**Run 1: M1 wires**

Scale bar: 20 microns. Supply wires on this layer in grey.
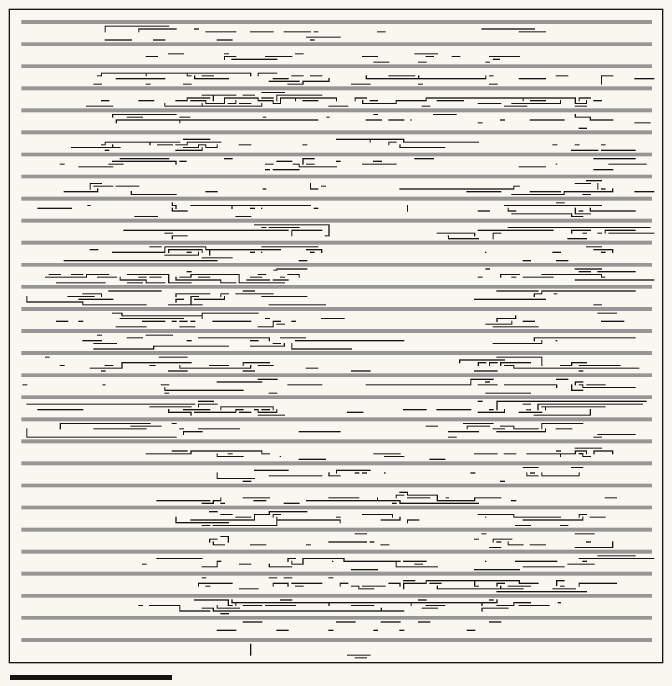
**Run 1: M2 wires**

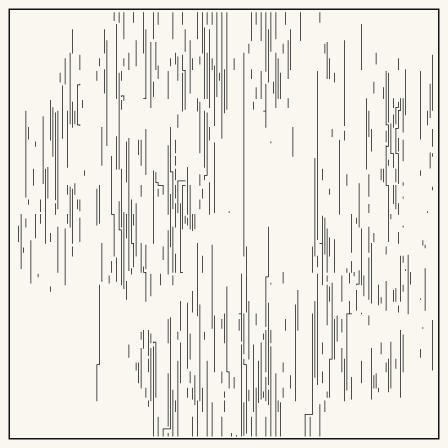
**Run 1: signal wires on met3**

Scale bar: 20 microns.
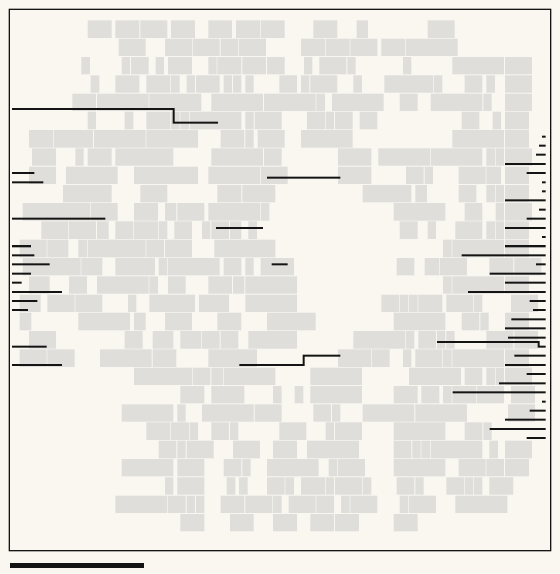
### src/rtl/ahb_rom_ctrl.sv
// -----------------------------------------------------------------------------
// ahb_rom_ctrl
//
// Purpose:
//   AHB-Lite slave front end for a 512x32 synchronous ROM macro. A read
//   produces exactly one ROM_CS rising edge and samples ROM_DO after
//   WAIT_CYCLES strobe cycles. A write is answered with a two-cycle ERROR
//   response, and the ROM is not touched.
//
// Optional feature (macro ROM_CTRL_CACHE_EN):
//   When defined, a last-word tag remembers the word address of the most
//   recent completed read. A read that hits this tag completes in its first
//   data-phase cycle, with no ROM access. When undefined, the tag logic is
//   not built and every read runs the full ROM sequence.
//
// Parameters:
//   ADDR_BITS    ROM word-address width (default 9 -> 512 words)
//   WAIT_CYCLES  cycles ROM_CS is held high before ROM_DO is sampled (1..3)
//
// Ports:
//   HCLK         in   single clock, all logic on its rising edge
//   HRESETn      in   synchronous active-low reset
//   HSEL         in   slave select (address phase)
//   HADDR[31:0]  in   byte address (address phase)
//   HTRANS[1:0]  in   transfer type (address phase)
//   HWRITE       in   write strobe (address phase)
//   HSIZE[2:0]   in   transfer size (ignored, a full word is always returned)
//   HREADY       in   bus ready (address phase accepted when high)
//   HRDATA[31:0] out  read data (data phase)
//   HREADYOUT    out  slave ready (data phase)
//   HRESP        out  slave response, 1 = ERROR (data phase)
//   ROM_NRST     out  registered copy of HRESETn for the ROM macro
//   ROM_CS       out  ROM chip select, one rising edge per ROM read
//   ROM_EN       out  ROM output enable, active low (1 = ROM output high-Z)
//   ROM_AD       out  ROM word address
//   ROM_DO       in   ROM read data
//   o_dbg_state  out  current FSM state encoding, for debug/observation
//
// Handshake:
//   A transfer is taken when HSEL & HTRANS[1] & HREADY is high at an HCLK
//   edge while the slave is in the final cycle of a data phase (or idle),
//   i.e. while HREADYOUT is high. The data phase that follows ends in the
//   cycle where HREADYOUT is high again; HRDATA/HRESP are valid there.
// -----------------------------------------------------------------------------
module ahb_rom_ctrl #(
   parameter int ADDR_BITS   = 9,
   parameter int WAIT_CYCLES = 1
) (
   input  logic                 HCLK,
   input  logic                 HRESETn,
   input  logic                 HSEL,
   input  logic [31:0]          HADDR,
   input  logic [1:0]           HTRANS,
   input  logic                 HWRITE,
   input  logic [2:0]           HSIZE,
   input  logic                 HREADY,
   output logic [31:0]          HRDATA,
   output logic                 HREADYOUT,
   output logic                 HRESP,
   output logic                 ROM_NRST,
   output logic                 ROM_CS,
   output logic                 ROM_EN,
   output logic [ADDR_BITS-1:0] ROM_AD,
   input  logic [31:0]          ROM_DO,
   output logic [2:0]           o_dbg_state
);

   typedef enum logic [2:0] {
      S_IDLE   = 3'd0,
      S_SETUP  = 3'd1,
      S_STROBE = 3'd2,
      S_WAIT   = 3'd3,
      S_ERR1   = 3'd4,
      S_ERR2   = 3'd5
   } state_t;

   // The strobe counter starts at WAIT_CYCLES-1 and the ROM data is sampled
   // in the strobe/wait cycle where it reads zero.
   localparam logic [1:0] LP_CNT_INIT = 2'(WAIT_CYCLES - 1);

   state_t                 r_state;
   logic [1:0]             r_cnt;
   logic                   r_cs;
   logic                   r_en;
   logic [ADDR_BITS-1:0]   r_ad;
   logic                   r_nrst;
   logic [31:0]            r_hrdata;
   logic                   r_hreadyout;
   logic                   r_hresp;

   logic                   w_accept;
   logic [ADDR_BITS-1:0]   w_word;
   logic                   w_hit;

   // Upper address bits alias the ROM, byte-lane bits and HSIZE are ignored.
   logic                   w_unused;
   assign w_unused = &{1'b0, HSIZE, HADDR[31:ADDR_BITS+2], HADDR[1:0]};

   assign w_word = HADDR[ADDR_BITS+1:2];

   // New transfers are only taken in a cycle where HREADYOUT is high: idle,
   // the completion cycle of a read (which is the IDLE state) or ERR2.
   assign w_accept = ((r_state == S_IDLE) || (r_state == S_ERR2)) &&
                     HSEL && HTRANS[1] && HREADY;

`ifdef ROM_CTRL_CACHE_EN
   // Last-word tag. HRDATA only changes when a read completes, so while the
   // tag is valid HRDATA still holds the data of the tagged word and a hit
   // can simply leave it in place.
   logic [ADDR_BITS-1:0]   r_tag;
   logic                   r_tag_v;

   assign w_hit = r_tag_v && (r_tag == w_word);
`else
   assign w_hit = 1'b0;
`endif

   always_ff @(posedge HCLK) begin
      if (!HRESETn) begin
         r_state     <= S_IDLE;
         r_cnt       <= 2'd0;
         r_cs        <= 1'b0;
         r_en        <= 1'b1;
         r_ad        <= '0;
         r_nrst      <= 1'b0;
         r_hrdata    <= 32'd0;
         r_hreadyout <= 1'b1;
         r_hresp     <= 1'b0;
`ifdef ROM_CTRL_CACHE_EN
         r_tag       <= '0;
         r_tag_v     <= 1'b0;
`endif
      end else begin
         r_nrst <= 1'b1;
         case (r_state)
            // Final cycle of a data phase (or no transfer in flight): fall
            // back to idle outputs unless a new transfer is taken right here,
            // which gives back-to-back transfers with no idle bubble.
            S_IDLE, S_ERR2: begin
               r_state     <= S_IDLE;
               r_cs        <= 1'b0;
               r_en        <= 1'b1;
               r_hreadyout <= 1'b1;
               r_hresp     <= 1'b0;
               if (w_accept) begin
                  if (HWRITE) begin
                     r_state     <= S_ERR1;
                     r_hreadyout <= 1'b0;
                     r_hresp     <= 1'b1;
                  end else if (!w_hit) begin
                     // ROM_AD is loaded one cycle before ROM_CS rises and
                     // is held until the next read is taken.
                     r_state     <= S_SETUP;
                     r_ad        <= w_word;
                     r_en        <= 1'b0;
                     r_hreadyout <= 1'b0;
                  end
               end
            end

            S_SETUP: begin
               r_state <= S_STROBE;
               r_cs    <= 1'b1;
               r_en    <= 1'b0;
               r_cnt   <= LP_CNT_INIT;
            end

            S_STROBE, S_WAIT: begin
               if (r_cnt == 2'd0) begin
                  // ROM_DO is only captured here, while ROM_CS is high and
                  // the ROM output is enabled.
                  r_state     <= S_IDLE;
                  r_hrdata    <= ROM_DO;
                  r_cs        <= 1'b0;
                  r_en        <= 1'b1;
                  r_hreadyout <= 1'b1;
`ifdef ROM_CTRL_CACHE_EN
                  r_tag       <= r_ad;
                  r_tag_v     <= 1'b1;
`endif
               end else begin
                  r_state <= S_WAIT;
                  r_cnt   <= r_cnt - 2'd1;
               end
            end

            S_ERR1: begin
               r_state     <= S_ERR2;
               r_hreadyout <= 1'b1;
               r_hresp     <= 1'b1;
            end

            default: begin
               r_state     <= S_IDLE;
               r_cs        <= 1'b0;
               r_en        <= 1'b1;
               r_hreadyout <= 1'b1;
               r_hresp     <= 1'b0;
            end
         endcase
      end
   end

   assign HRDATA      = r_hrdata;
   assign HREADYOUT   = r_hreadyout;
   assign HRESP       = r_hresp;
   assign ROM_NRST    = r_nrst;
   assign ROM_CS      = r_cs;
   assign ROM_EN      = r_en;
   assign ROM_AD      = r_ad;
   assign o_dbg_state = r_state;

endmodule

### config.mk
export PLATFORM = sky130hd
export DESIGN_NAME = ahb_rom_ctrl
export DESIGN_NICKNAME = d
export VERILOG_FILES = /design/src/rtl/ahb_rom_ctrl.sv
export SDC_FILE = /design/constraint.sdc
export NUM_CORES = 1
export LEC_CHECK = 0
export CORE_UTILIZATION = 34
export DETAILED_ROUTE_END_ITERATION = 6
export PLACE_DENSITY = 0.79
export SETUP_SLACK_MARGIN = 0.3
export SLEW_MARGIN = 0
export SYNTH_ARGS = -nofsm -noshare
export SYNTH_HDL_FRONTEND = slang
export SYNTH_SLANG_ARGS = --single-unit
### constraint.sdc
create_clock -name HCLK -period 1.19 [get_ports HCLK]
set_input_delay 0.2975 -clock HCLK [delete_from_list [all_inputs] [get_ports HCLK]]
set_output_delay 0.2975 -clock HCLK [all_outputs]
set_load 0.01 [all_outputs]
==> reports/qor.txt, run 1 <==
first-pass GRT wire length -> 7921 microns
P_comb -> 0.516 mW
fin nets -> 409
synth unique cells -> 33
average footprint of a synthesized cell -> 9.199 sq um
Gate Area -> 0.001012 sq mm
clock latency on the worst-skew pair -> 0.30 ns
DP Wirelength -> 3346 microns
I/O Pins -> 123
clock skew -> 0.01105 ns
Die Y -> 80.37 microns
Fill cells -> 500
Yosys Instances -> 227
worst hold slack -> 0.3854 ns
initial antenna violation count -> 0
combinational share of power -> 15.7%
placed instance count -> 392
core box area -> 0.005921 sq mm
fraction of registers with async set/reset -> 0%
Final Wtd Congestion -> 0.7189
final setup margin -> -0.05203 ns
Finish-stage setup viols -> 28
final instance count without filler cells -> 409
Reg power frac -> 54.6%
Tot GR Track Use -> 15.79%
Hold Crit Class -> primary input to flip-flop
count leader, synth -> nand2_1
register area share after synthesis -> 48.89%
Yosys top cell by area -> dfxtp_1
failing checks -> setup timing
clock network fraction of total power -> 29.7%
slowest cell on the critical path -> or4b_1
most instantiated logic cell after routing -> nand2_1
Finished Core Util -> 59.49%
CP max FO -> 2
Mapped Area -> 0.002088 sq mm
pins over their slew limit -> 0
cells after synthesis -> 227
Worst-path clk slew -> 0.09 ns
status -> finished, violations left
Crit path max-delay family -> simple AND/OR/NAND/NOR gates
row cnt -> 28
ant diodes -> 0
cells along the critical path -> inv_2 -> ha_4 -> or4b_1 -> a21boi_1
power density over cell area -> 931.1 mW/mm^2
crit path launch type -> flip-flop
Fin. Hold Viols -> 0
commonest cells in the synthesized netlist -> nand2_1 (85), dfxtp_1 (51), a21boi_0 (27)
About 'M1 wires':
main direction	horizontal
share of all routed wire	42%
met1 usage in global routing: 16.78%
Routed Wire Length: 4866 microns
vias: 1874

About 'M2 wires':
longest straight run	38.1 microns
share of all routed wire	51%
wire length on this layer	2480 microns
main direction	vertical
met2 usage in global routing: 30.17%

About 'signal wires on met3':
wire length on this layer	285 microns
longest straight run	23.9 microns
nets with wire on the layer	49
share of all routed wire	5.9%
M3 GR Usage: 4.205%

run 1: final cells by class:
cell class / instances / area share (%)
timing repair buffer: 116 / 34.81
sequential: 51 / 30.98
multi-input combinational: 157 / 28.74
tap: 75 / 2.664
clock buffer: 6 / 2.345
inverter: 3 / 0.3197
clock inverter: 1 / 0.1421
run 1: kinds of logic (layout without fill, tap and decap cells):
logic type | after synthesis | count (layout) | synth area share (%)
simple gates | 100 | 100 | 21.63
fa+ha+maj | 1 | 1 | 0.5991
compound gates | 46 | 46 | 17.32
flops | 51 | 51 | 48.89
xor+xnor | 1 | 1 | 0.7791
mux | 9 | 9 | 4.314
buf+inv | 19 | 126 | 6.470
run 1: path summary, 6_finish.rpt:
check	startpoint	end	slack (ns)	depth (start not counted)
setup / recovery	r_cnt[1]	r_cnt[1]	-0.05	4
hold / removal	HRESETn	ROM_NRST	0.39	2
setup reg to reg	r_cnt[1]	r_cnt[1]	-0.05	4
hold reg to reg	HRDATA[11]	HRDATA[11]	0.46	2
run 1: registers in the layout (all words and copies together) (netlist names):
name         cells
ROM_AD           9
ROM_NRST         1
ROM_CS           1
r_cnt            2
HRESP            1
ROM_EN           1
o_dbg_state      3
HRDATA          32
HREADYOUT        1
run 1: through the flow:
step                instance area, sq um  total power, mW
floorplan                           2137            2.012
CTS                                 3448            3.307
global route                        3522            3.435
detailed placement                  3194            2.306
finish                              3522            3.279
global placement                    3194            2.300
run 1: per-layer routing:
| metal | vias to the layer above | part of all wire [%] | GRT usage (%) |
|---|---|---|---|
| met2 | 53 | 51 | 30.17 |
| met5 | - | 0 | 0 |
| met4 | 0 | 0.62 | 4.286 |
| li1 | 953 | - | - |
| met1 | 864 | 42 | 16.78 |
| met3 | 4 | 5.9 | 4.205 |
**Run 1: clock routing**

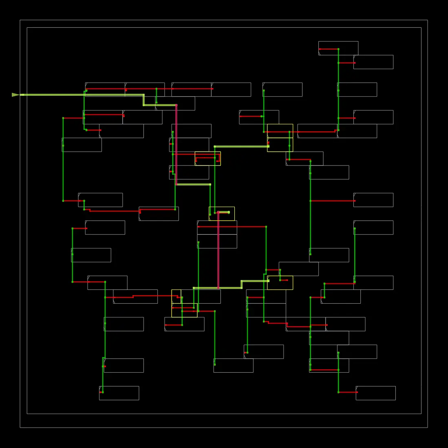

==> run 1 -> run 2 <==
--- a/config.mk
+++ b/config.mk
@@ -5,9 +5,10 @@
 export SDC_FILE = /design/constraint.sdc
 export NUM_CORES = 1
 export LEC_CHECK = 0
+export ABC_CLOCK_PERIOD_IN_PS = 1190
 export CORE_UTILIZATION = 34
 export DETAILED_ROUTE_END_ITERATION = 6
-export PLACE_DENSITY = 0.79
+export PLACE_DENSITY = 0.76
 export SETUP_SLACK_MARGIN = 0.3
 export SLEW_MARGIN = 0
 export SYNTH_ARGS = -nofsm -noshare
**Run 2: clock routing**

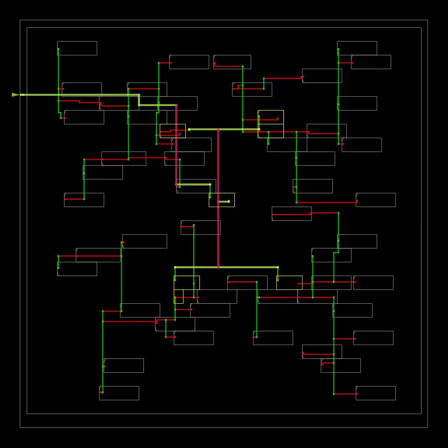
clock sink count: 51
clock skew: 0.005428 ns

==> reports/qor.txt, run 2 <==
status -> finished, violations left (unchanged)
failing checks -> setup timing (unchanged)
M3 GR Usage -> 4.318% (was 4.205%)
average footprint of a synthesized cell -> 9.199 sq um (unchanged)
Fin. Hold Viols -> 0 (unchanged)
Finish-stage setup viols -> 47 (was 28)
Worst-path clk slew -> 0.08 ns (was 0.09 ns)
Final Wtd Congestion -> 0.7062 (was 0.7189)
fin nets -> 406 (was 409)
hold path cells -> 2 (unchanged)
pins over their slew limit -> 0 (unchanged)
row cnt -> 28 (unchanged)
DP Wirelength -> 3309 microns (was 3346 microns)
worst reg2reg startpoint -> o_dbg_state[2] (was r_cnt[1])
Finished Core Util -> 59.49% (unchanged)
combinational share of power -> 15.8% (was 15.7%)
final setup margin -> -0.1125 ns (was -0.05203 ns)
met1 usage in global routing -> 17.66% (was 16.78%)
Placement Cell Area -> 0.003214 sq mm (was 0.003194 sq mm)
Yosys Instances -> 227 (unchanged)
**Run 2: selected gate families**

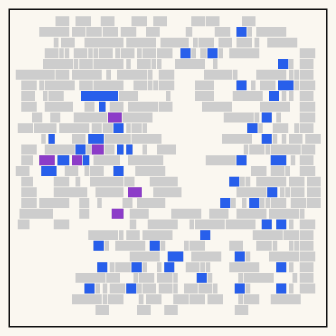
colour	family	cells
blue	inverting AOI/OAI gates	44
purple	AND and OR gates	6
Comb/total area: 28.60%
most instantiated logic cell after routing: nand2_1
final instance count without filler cells: 406

-- run 2: cell counts after synthesis --
Identical to the previous run, type by type.
-- run 2: cells by family after synthesis --
group	synth area share, %
DFF	48.89
adders and majority gates	0.5991
and+or+nand+nor	21.63
xor gates and xnor gates	0.7791
AOI/OAI and AO/OA	17.32
muxes	4.314
buffers and inverters	6.470
-- run 2: worst max-delay path: stages, from the launching register on --
cell,delay (ns)
dfxtp_4,0.41
xor2_4,0.19
nor3_4,0.07
buf_6,0.13
buf_16,0.13
o311a_1,0.27
-- run 2: area by class of cell --
class | count | area, sq um
Tap cell | 75 | 93.84
Timing Repair Buffer | 113 | 1231
Multi-Input combinational cell | 157 | 1007
Clock inverter | 1 | 5.005
Fill cell | 524 | 2399
Clock buffer | 6 | 82.58
Sequential cell | 51 | 1091
Inverter | 3 | 11.26
-- run 2: power groups by stage --
stage / Combinational [mW] / Sequential [mW] / Clock, mW
after floorplan: 0.175 / 1.84 / 0
after global placement: 0.485 / 1.82 / 0
after detailed placement: 0.487 / 1.82 / 0
after CTS: 0.509 / 1.79 / 1.02
after global routing: 0.556 / 1.80 / 1.10
final: 0.517 / 1.79 / 0.973
-- run 2: through the flow --
| step | TNS (ns) | std cells | setup WS, ns | power (mW) |
|---|---|---|---|---|
| 4_1_cts | -1.711 | 404 | -0.1202 | 3.314 |
| 2_1_floorplan | -0.6908 | 227 | -0.05398 | 2.012 |
| 3_3_place_gp | -5.534 | 393 | -0.3782 | 2.304 |
| 3_5_place_dp | -6.982 | 393 | -0.4515 | 2.306 |
| 5_1_grt | -4.941 | 406 | -0.1542 | 3.454 |
| 6_report | -1.574 | 406 | -0.1125 | 3.280 |
-- run 2: repair_timing --
action,in CTS,in global routing
setup buffers,3,2
pin swaps,5,2
gates cloned,1,0
resized,317,16
setup endpoints to repair,99,99
Power figures rest on the tool's default switching activity, not on a simulated workload.
